wire_density.png
(2 px per um) The die is cut into 26 by 20 equal tiles; dark purple is low, yellow is high, scaled to the fullest tile. Values are wire area over tile area, all layers added.
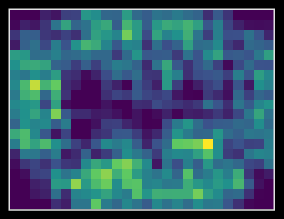
zoom.png
Window x 51 to 81, y 35 to 65 um. Cells in grey, sequential cells in the stronger grey; small squares are vias.
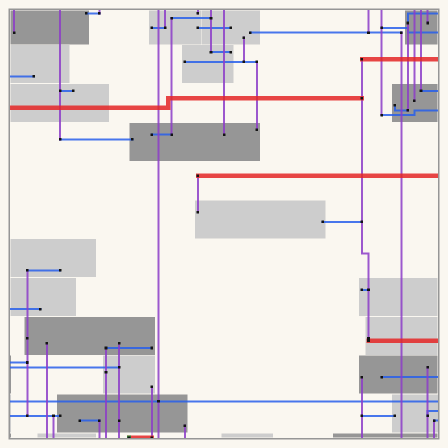
final_placement.png
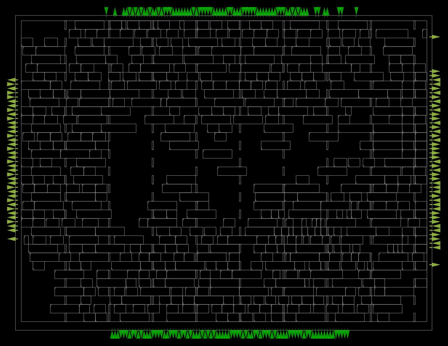
gate_families.png
(3 px per um)
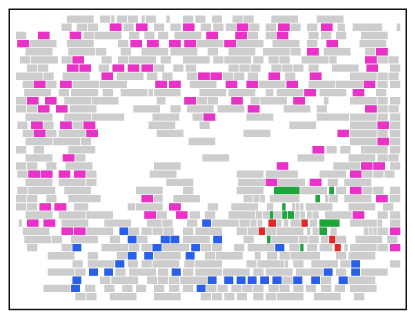
<file path="src/rtl/dft_axil_master_if.sv">
// Command/response port plus AXI4-Lite master channels for dft_axil_master.
// The master modport is the initiator; the slave modport is the command source and bus target.
interface dft_axil_master_if #(
    parameter int unsigned ADDR_WIDTH = 24
);
    logic                  cmd_valid;
    logic                  cmd_ready;
    logic                  cmd_write;
    logic [ADDR_WIDTH-1:0] cmd_addr;
    logic [31:0]           cmd_wdata;
    logic [3:0]            cmd_wstrb;
    logic                  rsp_valid;
    logic [31:0]           rsp_rdata;
    logic [1:0]            rsp_resp;
    logic                  axi_m_awvalid;
    logic                  axi_m_awready;
    logic [ADDR_WIDTH-1:0] axi_m_awaddr;
    logic [2:0]            axi_m_awprot;
    logic                  axi_m_wvalid;
    logic                  axi_m_wready;
    logic [31:0]           axi_m_wdata;
    logic [3:0]            axi_m_wstrb;
    logic                  axi_m_bvalid;
    logic                  axi_m_bready;
    logic [1:0]            axi_m_bresp;
    logic                  axi_m_arvalid;
    logic                  axi_m_arready;
    logic [ADDR_WIDTH-1:0] axi_m_araddr;
    logic [2:0]            axi_m_arprot;
    logic                  axi_m_rvalid;
    logic                  axi_m_rready;
    logic [31:0]           axi_m_rdata;
    logic [1:0]            axi_m_rresp;

    modport master (
        input  cmd_valid, cmd_write, cmd_addr, cmd_wdata, cmd_wstrb,
        output cmd_ready, rsp_valid, rsp_rdata, rsp_resp,
        output axi_m_awvalid, axi_m_awaddr, axi_m_awprot,
        input  axi_m_awready,
        output axi_m_wvalid, axi_m_wdata, axi_m_wstrb,
        input  axi_m_wready,
        input  axi_m_bvalid, axi_m_bresp,
        output axi_m_bready,
        output axi_m_arvalid, axi_m_araddr, axi_m_arprot,
        input  axi_m_arready,
        input  axi_m_rvalid, axi_m_rdata, axi_m_rresp,
        output axi_m_rready
    );

    modport slave (
        output cmd_valid, cmd_write, cmd_addr, cmd_wdata, cmd_wstrb,
        input  cmd_ready, rsp_valid, rsp_rdata, rsp_resp,
        input  axi_m_awvalid, axi_m_awaddr, axi_m_awprot,
        output axi_m_awready,
        input  axi_m_wvalid, axi_m_wdata, axi_m_wstrb,
        output axi_m_wready,
        output axi_m_bvalid, axi_m_bresp,
        input  axi_m_bready,
        input  axi_m_arvalid, axi_m_araddr, axi_m_arprot,
        output axi_m_arready,
        output axi_m_rvalid, axi_m_rdata, axi_m_rresp,
        input  axi_m_rready
    );
endinterface

</file>
<file path="src/rtl/dft_axil_master.sv">
// AXI4-Lite initiator issuing one register read or write per command, one transaction in flight.
// All bus and response outputs are registered; only cmd_ready is decoded from the state.
module dft_axil_master #(
    parameter int unsigned ADDR_WIDTH = 24,
    parameter logic [2:0]  AXI_PROT   = 3'b000
) (
    input logic                axi_m_aclk,
    input logic                axi_m_aresetn,
    dft_axil_master_if.master  bus
);
    typedef enum logic [2:0] {StIdle, StWrAwW, StWrB, StRdAr, StRdR} state_e;

    state_e                state_q, state_d;
    logic                  awvalid_q, awvalid_d, wvalid_q, wvalid_d, bready_q, bready_d;
    logic                  arvalid_q, arvalid_d, rready_q, rready_d, rsp_valid_q, rsp_valid_d;
    logic [ADDR_WIDTH-1:0] awaddr_q, awaddr_d, araddr_q, araddr_d;
    logic [31:0]           wdata_q, wdata_d, rsp_rdata_q, rsp_rdata_d;
    logic [3:0]            wstrb_q, wstrb_d;
    logic [1:0]            rsp_resp_q, rsp_resp_d;
    logic                  cmd_fire, aw_done, w_done;

    assign bus.cmd_ready = (state_q == StIdle);
    assign cmd_fire      = bus.cmd_valid & (state_q == StIdle);
    // A channel is finished once its VALID has dropped or is being accepted this cycle.
    assign aw_done       = ~awvalid_q | bus.axi_m_awready;
    assign w_done        = ~wvalid_q | bus.axi_m_wready;

    always_ff @(posedge axi_m_aclk or negedge axi_m_aresetn) begin
        if (!axi_m_aresetn) begin
            state_q     <= StIdle;
            awvalid_q   <= 1'b0;
            wvalid_q    <= 1'b0;
            bready_q    <= 1'b0;
            arvalid_q   <= 1'b0;
            rready_q    <= 1'b0;
            rsp_valid_q <= 1'b0;
            awaddr_q    <= '0;
            araddr_q    <= '0;
            wdata_q     <= '0;
            wstrb_q     <= '0;
            rsp_rdata_q <= '0;
            rsp_resp_q  <= '0;
        end else begin
            state_q     <= state_d;
            awvalid_q   <= awvalid_d;
            wvalid_q    <= wvalid_d;
            bready_q    <= bready_d;
            arvalid_q   <= arvalid_d;
            rready_q    <= rready_d;
            rsp_valid_q <= rsp_valid_d;
            awaddr_q    <= awaddr_d;
            araddr_q    <= araddr_d;
            wdata_q     <= wdata_d;
            wstrb_q     <= wstrb_d;
            rsp_rdata_q <= rsp_rdata_d;
            rsp_resp_q  <= rsp_resp_d;
        end
    end

    always_comb begin
        state_d = state_q;
        unique case (state_q)
            StIdle:  if (cmd_fire) state_d = bus.cmd_write ? StWrAwW : StRdAr;
            StWrAwW: if (aw_done && w_done) state_d = StWrB;
            StWrB:   if (bus.axi_m_bvalid && bready_q) state_d = StIdle;
            StRdAr:  if (arvalid_q && bus.axi_m_arready) state_d = StRdR;
            StRdR:   if (bus.axi_m_rvalid && rready_q) state_d = StIdle;
            default: state_d = StIdle;
        endcase
    end

    always_comb begin
        awvalid_d   = awvalid_q;
        wvalid_d    = wvalid_q;
        bready_d    = bready_q;
        arvalid_d   = arvalid_q;
        rready_d    = rready_q;
        rsp_valid_d = 1'b0;
        awaddr_d    = awaddr_q;
        araddr_d    = araddr_q;
        wdata_d     = wdata_q;
        wstrb_d     = wstrb_q;
        rsp_rdata_d = rsp_rdata_q;
        rsp_resp_d  = rsp_resp_q;
        unique case (state_q)
            StIdle: begin
                if (cmd_fire) begin
                    if (bus.cmd_write) begin
                        awvalid_d = 1'b1;
                        wvalid_d  = 1'b1;
                        awaddr_d  = bus.cmd_addr;
                        wdata_d   = bus.cmd_wdata;
                        wstrb_d   = bus.cmd_wstrb;
                    end else begin
                        arvalid_d = 1'b1;
                        araddr_d  = bus.cmd_addr;
                    end
                end
            end
            StWrAwW: begin
                awvalid_d = awvalid_q & ~bus.axi_m_awready;
                wvalid_d  = wvalid_q & ~bus.axi_m_wready;
                if (aw_done && w_done) bready_d = 1'b1;
            end
            StWrB: begin
                if (bus.axi_m_bvalid && bready_q) begin
                    bready_d    = 1'b0;
                    rsp_valid_d = 1'b1;
                    rsp_resp_d  = bus.axi_m_bresp;
                    rsp_rdata_d = '0;
                end
            end
            StRdAr: begin
                if (arvalid_q && bus.axi_m_arready) begin
                    arvalid_d = 1'b0;
                    rready_d  = 1'b1;
                end
            end
            StRdR: begin
                if (bus.axi_m_rvalid && rready_q) begin
                    rready_d    = 1'b0;
                    rsp_valid_d = 1'b1;
                    rsp_rdata_d = bus.axi_m_rdata;
                    rsp_resp_d  = bus.axi_m_rresp;
                end
            end
            default: ;
        endcase
    end

    assign bus.axi_m_awvalid = awvalid_q;
    assign bus.axi_m_awaddr  = awaddr_q;
    assign bus.axi_m_awprot  = AXI_PROT;
    assign bus.axi_m_wvalid  = wvalid_q;
    assign bus.axi_m_wdata   = wdata_q;
    assign bus.axi_m_wstrb   = wstrb_q;
    assign bus.axi_m_bready  = bready_q;
    assign bus.axi_m_arvalid = arvalid_q;
    assign bus.axi_m_araddr  = araddr_q;
    assign bus.axi_m_arprot  = AXI_PROT;
    assign bus.axi_m_rready  = rready_q;
    assign bus.rsp_valid     = rsp_valid_q;
    assign bus.rsp_rdata     = rsp_rdata_q;
    assign bus.rsp_resp      = rsp_resp_q;
endmodule
</file>
<file path="src/flat_wrapper.sv">
// flat-port wrapper written by rule: the top's interface ports become plain ports
module dft_axil_master_flat 
#(
    parameter int unsigned ADDR_WIDTH = 24,
    parameter logic [2:0]  AXI_PROT   = 3'b000
)
  (axi_m_aclk, axi_m_aresetn, bus_cmd_valid, bus_cmd_write, bus_cmd_addr, bus_cmd_wdata, bus_cmd_wstrb, bus_cmd_ready, bus_rsp_valid, bus_rsp_rdata, bus_rsp_resp, bus_axi_m_awvalid, bus_axi_m_awaddr, bus_axi_m_awprot, bus_axi_m_awready, bus_axi_m_wvalid, bus_axi_m_wdata, bus_axi_m_wstrb, bus_axi_m_wready, bus_axi_m_bvalid, bus_axi_m_bresp, bus_axi_m_bready, bus_axi_m_arvalid, bus_axi_m_araddr, bus_axi_m_arprot, bus_axi_m_arready, bus_axi_m_rvalid, bus_axi_m_rdata, bus_axi_m_rresp, bus_axi_m_rready);
  dft_axil_master_if #(.ADDR_WIDTH(ADDR_WIDTH)) bus_i ();
  input logic axi_m_aclk;
  input logic axi_m_aresetn;
  input wire logic [$bits(bus_i.cmd_valid)-1:0] bus_cmd_valid;
  input wire logic [$bits(bus_i.cmd_write)-1:0] bus_cmd_write;
  input wire logic [$bits(bus_i.cmd_addr)-1:0] bus_cmd_addr;
  input wire logic [$bits(bus_i.cmd_wdata)-1:0] bus_cmd_wdata;
  input wire logic [$bits(bus_i.cmd_wstrb)-1:0] bus_cmd_wstrb;
  output wire logic [$bits(bus_i.cmd_ready)-1:0] bus_cmd_ready;
  output wire logic [$bits(bus_i.rsp_valid)-1:0] bus_rsp_valid;
  output wire logic [$bits(bus_i.rsp_rdata)-1:0] bus_rsp_rdata;
  output wire logic [$bits(bus_i.rsp_resp)-1:0] bus_rsp_resp;
  output wire logic [$bits(bus_i.axi_m_awvalid)-1:0] bus_axi_m_awvalid;
  output wire logic [$bits(bus_i.axi_m_awaddr)-1:0] bus_axi_m_awaddr;
  output wire logic [$bits(bus_i.axi_m_awprot)-1:0] bus_axi_m_awprot;
  input wire logic [$bits(bus_i.axi_m_awready)-1:0] bus_axi_m_awready;
  output wire logic [$bits(bus_i.axi_m_wvalid)-1:0] bus_axi_m_wvalid;
  output wire logic [$bits(bus_i.axi_m_wdata)-1:0] bus_axi_m_wdata;
  output wire logic [$bits(bus_i.axi_m_wstrb)-1:0] bus_axi_m_wstrb;
  input wire logic [$bits(bus_i.axi_m_wready)-1:0] bus_axi_m_wready;
  input wire logic [$bits(bus_i.axi_m_bvalid)-1:0] bus_axi_m_bvalid;
  input wire logic [$bits(bus_i.axi_m_bresp)-1:0] bus_axi_m_bresp;
  output wire logic [$bits(bus_i.axi_m_bready)-1:0] bus_axi_m_bready;
  output wire logic [$bits(bus_i.axi_m_arvalid)-1:0] bus_axi_m_arvalid;
  output wire logic [$bits(bus_i.axi_m_araddr)-1:0] bus_axi_m_araddr;
  output wire logic [$bits(bus_i.axi_m_arprot)-1:0] bus_axi_m_arprot;
  input wire logic [$bits(bus_i.axi_m_arready)-1:0] bus_axi_m_arready;
  input wire logic [$bits(bus_i.axi_m_rvalid)-1:0] bus_axi_m_rvalid;
  input wire logic [$bits(bus_i.axi_m_rdata)-1:0] bus_axi_m_rdata;
  input wire logic [$bits(bus_i.axi_m_rresp)-1:0] bus_axi_m_rresp;
  output wire logic [$bits(bus_i.axi_m_rready)-1:0] bus_axi_m_rready;
  assign bus_i.cmd_valid = bus_cmd_valid;
  assign bus_i.cmd_write = bus_cmd_write;
  assign bus_i.cmd_addr = bus_cmd_addr;
  assign bus_i.cmd_wdata = bus_cmd_wdata;
  assign bus_i.cmd_wstrb = bus_cmd_wstrb;
  assign bus_cmd_ready = bus_i.cmd_ready;
  assign bus_rsp_valid = bus_i.rsp_valid;
  assign bus_rsp_rdata = bus_i.rsp_rdata;
  assign bus_rsp_resp = bus_i.rsp_resp;
  assign bus_axi_m_awvalid = bus_i.axi_m_awvalid;
  assign bus_axi_m_awaddr = bus_i.axi_m_awaddr;
  assign bus_axi_m_awprot = bus_i.axi_m_awprot;
  assign bus_i.axi_m_awready = bus_axi_m_awready;
  assign bus_axi_m_wvalid = bus_i.axi_m_wvalid;
  assign bus_axi_m_wdata = bus_i.axi_m_wdata;
  assign bus_axi_m_wstrb = bus_i.axi_m_wstrb;
  assign bus_i.axi_m_wready = bus_axi_m_wready;
  assign bus_i.axi_m_bvalid = bus_axi_m_bvalid;
  assign bus_i.axi_m_bresp = bus_axi_m_bresp;
  assign bus_axi_m_bready = bus_i.axi_m_bready;
  assign bus_axi_m_arvalid = bus_i.axi_m_arvalid;
  assign bus_axi_m_araddr = bus_i.axi_m_araddr;
  assign bus_axi_m_arprot = bus_i.axi_m_arprot;
  assign bus_i.axi_m_arready = bus_axi_m_arready;
  assign bus_i.axi_m_rvalid = bus_axi_m_rvalid;
  assign bus_i.axi_m_rdata = bus_axi_m_rdata;
  assign bus_i.axi_m_rresp = bus_axi_m_rresp;
  assign bus_axi_m_rready = bus_i.axi_m_rready;
  dft_axil_master #(.ADDR_WIDTH(ADDR_WIDTH), .AXI_PROT(AXI_PROT)) u_core (.axi_m_aclk(axi_m_aclk), .axi_m_aresetn(axi_m_aresetn), .bus(bus_i));
endmodule
</file>
<file path="config.mk">
export PLATFORM = sky130hd
export DESIGN_NAME = dft_axil_master_flat
export DESIGN_NICKNAME = d
export VERILOG_FILES = /design/src/rtl/dft_axil_master_if.sv /design/src/rtl/dft_axil_master.sv /design/src/flat_wrapper.sv
export SDC_FILE = /design/constraint.sdc
export NUM_CORES = 1
export LEC_CHECK = 0
export CAP_MARGIN = 20
export CORE_ASPECT_RATIO = 0.75
export CORE_MARGIN = 1.5
export CORE_UTILIZATION = 40
export DETAILED_ROUTE_END_ITERATION = 7
export PLACE_DENSITY = 0.9
export SYNTH_ARGS = -nofsm -noshare
export SYNTH_HDL_FRONTEND = slang
export SYNTH_SLANG_ARGS = --single-unit
</file>
<file path="constraint.sdc">
create_clock -name axi_m_aclk -period 4.9 [get_ports axi_m_aclk]
set_input_delay 0.735 -clock axi_m_aclk [delete_from_list [all_inputs] [get_ports axi_m_aclk]]
set_output_delay 0.735 -clock axi_m_aclk [all_outputs]
set_load 0.005 [all_outputs]
</file>
==> notes.md <==
Implementation progress

For reference, the clock transition at the flip-flops on the worst setup and hold paths is 0.06 ns. The worst voltage drop across the vdd grid stands at 335 uV. The cell-mix breakdown from Yosys lists the simple-gate area share as 0.0339. Measured against the total synthesized area, the mux share comes to 0.199.

The final tally of max-slew violations stands at 0. In the per-layer summary, the met1 wirelength comes to 4860 um. The final net count stands at about 660. The fraction of layout cells with a size suffix above 1 stands at 0.223. The number of antenna diodes stands at 0. The synthesis stats list as the most numerous cell dfrtp_1. The floorplan report gives the top-level pin count as 236.

In the synthesized netlist the dominant register cell turns out to be dfrtp_1. The number of antenna violations at the first check in global routing stands at 0. The synthesis-stage register bit count stands at 127. From left edge to right edge, the die measures 132 um. Detailed-route iteration 0 reported a violation count of 150. The portion of synthesized cell area occupied by the leading cell type stands at 0.639. By area the synthesized netlist is led by dfrtp_1 (64%), mux2_2 (19%), a22o_1 (5.6%). The routed length on met2 stands at 6510 um. STA lists the maximum fanout along the critical path as 40. The detailed router used layers up to and including met4.

The accumulated negative setup slack stands at 0 ns. The chip area stands at roughly 13,000 um2. STA classifies the critical path endpoint as a flip-flop.

In this run the number of H-tree levels came out at 4. Per the synthesis report, the dominant area consumer among library cells is dfrtp_1. The number of warning messages in the yosys log stands at 0. The leftover overflow at the end of global routing stands at 0.

The placement summary gives the final routability congestion estimate as 0.737. The via count of the first global-routing pass stands at ~3.8k. The die extent in y stands at 99.6 um. The sum of met3 wire segment lengths after detailed routing stands at 751 um. The worst setup path is launched from a primary input. Per the Yosys statistics, synthesis produced 317 cells. The maximum operating frequency stands at 372 MHz.

The global-route wire length before repair stands at about 20,000 um. Note, the detailed placer reported a final HPWL of about 8900 um. The iteration count recorded for the first detailed-route pass is 4.

The total number of placement rows stands at 35. The most critical hold endpoint after final layout shows a slack of 0.225 ns. The final report lists the setup-violating endpoint count as 0.

Endpoints failing hold in the final report were tallied at 0. The design draws 0.00506 W. After synthesis, the largest family of logic cells by area is multiplexers.

Per the OpenROAD power report, leakage power amounts to 3.42 nW. The average via count per standard cell stands at 4.76. OpenROAD emitted warnings numbering 26. After synthesis, the share of flip-flops with an asynchronous set or reset is 1.00. The TritonCTS sink count stands at 127. Per the summary, power density relative to cell area is roughly 630 nW/um2. TritonCTS built the clock tree. The initial standard-cell utilization of the core stands at 0.407. The share of the clock period used by the worst path after layout stands at 0.549. The pin closest to its max-slew limit shows a slew of ~1 ns.

The routed design could run at a clock period as short as roughly 2.7 ns. The total vias in the final route stands at ~3.5k. The worst setup path is of the in2reg kind. The cell-mix breakdown from Yosys lists the adder-cell area share as 0. Gates resized during post-CTS repair numbered 0. Counting flops with a built-in enable in the synthesized netlist gives 0. The count of buffers from port buffering stands at 229. The min-delay analysis places its worst path in the category in2async. The run finished with clean final reports. Total global-route track usage over all layers is 0.194. The tree is rooted in a clkbuf_16. The worst slew margin relative to its limit stands at 0.331.

For reference, the post-synthesis area per instance comes to 15.7 um2. The area fraction in xor and xnor cells stands at 0. TritonCTS created 17 clock buffers. The total of max-cap violations stands at 0. The required arrival time at the worst endpoint stands at 5.18 ns.

The number of inserted filler cells in the final layout stands at 913. The post-CTS hold buffer count recorded in the log is 0. The post-synth area from yosys stat stands at 4980 um2. The final layout contains routed wiring with a total length of 12,300 um. The arrival time of data at the critical path endpoint stands at 2.97 ns. For reference, the top cells by count after synthesis are dfrtp_1 (127), mux2_2 (84), a22o_1 (32). The detail-routed net length per standard cell stands at 16.8 um. Setup repair after global routing left no endpoint under its margin.

The worst clock skew stands at 0.0143 ns. The count of cell types in the netlist stands at 31. The skew report gives the latency at the later pin of the worst-skew pair as 0.40 ns. The pin count of the biggest net entering global routing stands at about 87. Buffers added to address setup during post-CTS repair amount to 0. The compound-cell area share of the yosys netlist stands at 0.0777. The synthesis-to-finish area growth stands at 60.6%.
About wire_density.png:
nearly empty tiles = 8.8%
emptiest ninth of the die = centre
densest ninth of the die = bottom centre
mean over tiles = 0.15
tiles over half the peak = 20%

About zoom.png:
purple -> met2
red -> met3
green -> met4
blue -> met1
netlist names of flops here include = `u_core.bus.axi_m_awaddr` (3)
most frequent = clkbuf_16 (6), dfrtp_1 (5), clkdlybuf4s50_1 (3)
sequential cells in the window = 5
cells with their middle in the window = 16

About final_placement.png:
final core area utilization: 0.654
placeable core area: 12,200 um2
register fraction of the total cell area: 0.398

About gate_families.png:
green -> NOR gates  # cells 11, most used nor2_1
red -> AND and OR gates  # cells 5, most used and2_1, where lower right
magenta -> multiplexers  # cells 88, most used mux2_2
blue -> AND-OR and OR-AND gates  # cells 32, most used a22o_1

[stage by stage]
step	area, um2	worst slack [ns]	cells	utilization
2_1_floorplan	5000	3.05	322	-
3_3_place_gp	7270	1.91	696	0.595
3_5_place_dp	7270	1.76	696	0.595
4_1_cts	7910	2.18	728	0.647
5_1_grt	7990	2.08	731	0.654
6_report	7990	2.21	731	0.654
[sequential cells by signal (all words and copies together) (netlist names)]
name / cells
u_core.bus.axi_m_wdata: 32
u_core.bus.axi_m_rready: 1
u_core.bus.axi_m_awvalid: 1
u_core.bus.axi_m_araddr: 24
u_core.bus.rsp_valid: 1
u_core.bus.rsp_resp: 2
u_core.bus.axi_m_awaddr: 24
u_core.bus.axi_m_wstrb: 4
u_core.bus.axi_m_wvalid: 1
u_core.bus.axi_m_bready: 1
u_core.bus.rsp_rdata: 32
u_core.state_q: 3
u_core.bus.axi_m_arvalid: 1
[path summary, 6_finish.rpt]
| path | from | to | slack (ns) | depth (start not counted) |
|---|---|---|---|---|
| max reg2reg | u_core.state_q[0] | u_core.bus.axi_m_wdata[22] | 2.33 | 4 |
| max | bus_cmd_valid | u_core.bus.axi_m_wdata[22] | 2.21 | 5 |
| min in group axi_m_aclk | u_core.bus.rsp_resp[1] | u_core.bus.rsp_resp[1] | 0.49 | 2 |
| min | axi_m_aresetn | u_core.bus.axi_m_wdata[1] | 0.22 | 1 |
| max in group asynchronous | axi_m_aresetn | u_core.state_q[1] | 3.46 | 3 |
| min reg2reg | u_core.bus.rsp_resp[1] | u_core.bus.rsp_resp[1] | 0.49 | 2 |
[layout make-up]
class,instances,area [um2],share of cell area
well taps,166,208,0.0260
clock buffers,20,457,0.0571
inverters,2,7.51,0.000939
repair buffers,235,2390,0.300
clock inverters,12,181,0.0227
multi-input cells,169,1570,0.196
flip-flops and latches,127,3180,0.398
[kinds of logic (layout without fill, tap and decap cells)]
family	Yosys count	count (layout)
mux	88	88
other cells	1	6
simple gates	26	26
compound gates	49	49
buf+inv	26	269
flops	127	127
[report_power, final]
group | switching, W | internal, W
registers | 0.000294 | 0.00153
logic | 0.000578 | 0.00131
clock network | 0.000455 | 0.000884
total | 0.00133 | 0.00373
[metal layers]
layer  vias to the layer above  GRT usage
met2                       120      0.345
met1                      1740      0.220
met3                        16     0.0622
met4                         0     0.0709
li1                       1601          -
met5                         -          0
[cell usage in the layout (no fill, tap or decap), types with 5 or more instances in the layout]
| master | Yosys | layout |
|---|---|---|
| nand2_1 | 5 | 5 |
| dfrtp_1 | 127 | 127 |
| clkdlybuf4s50_1 | 0 | 228 |
| conb_1 | 1 | 6 |
| mux2_2 | 84 | 84 |
| clkbuf_16 | 0 | 17 |
| a22o_1 | 32 | 32 |
[worst max-delay path, stage by stage]
cell and delay (ns):
clkdlybuf4s50_1 0.49, nor4b_4 0.29, nand2_2 0.63, buf_4 0.48, mux2_2 0.31
Power and IR drop assume default switching activity.
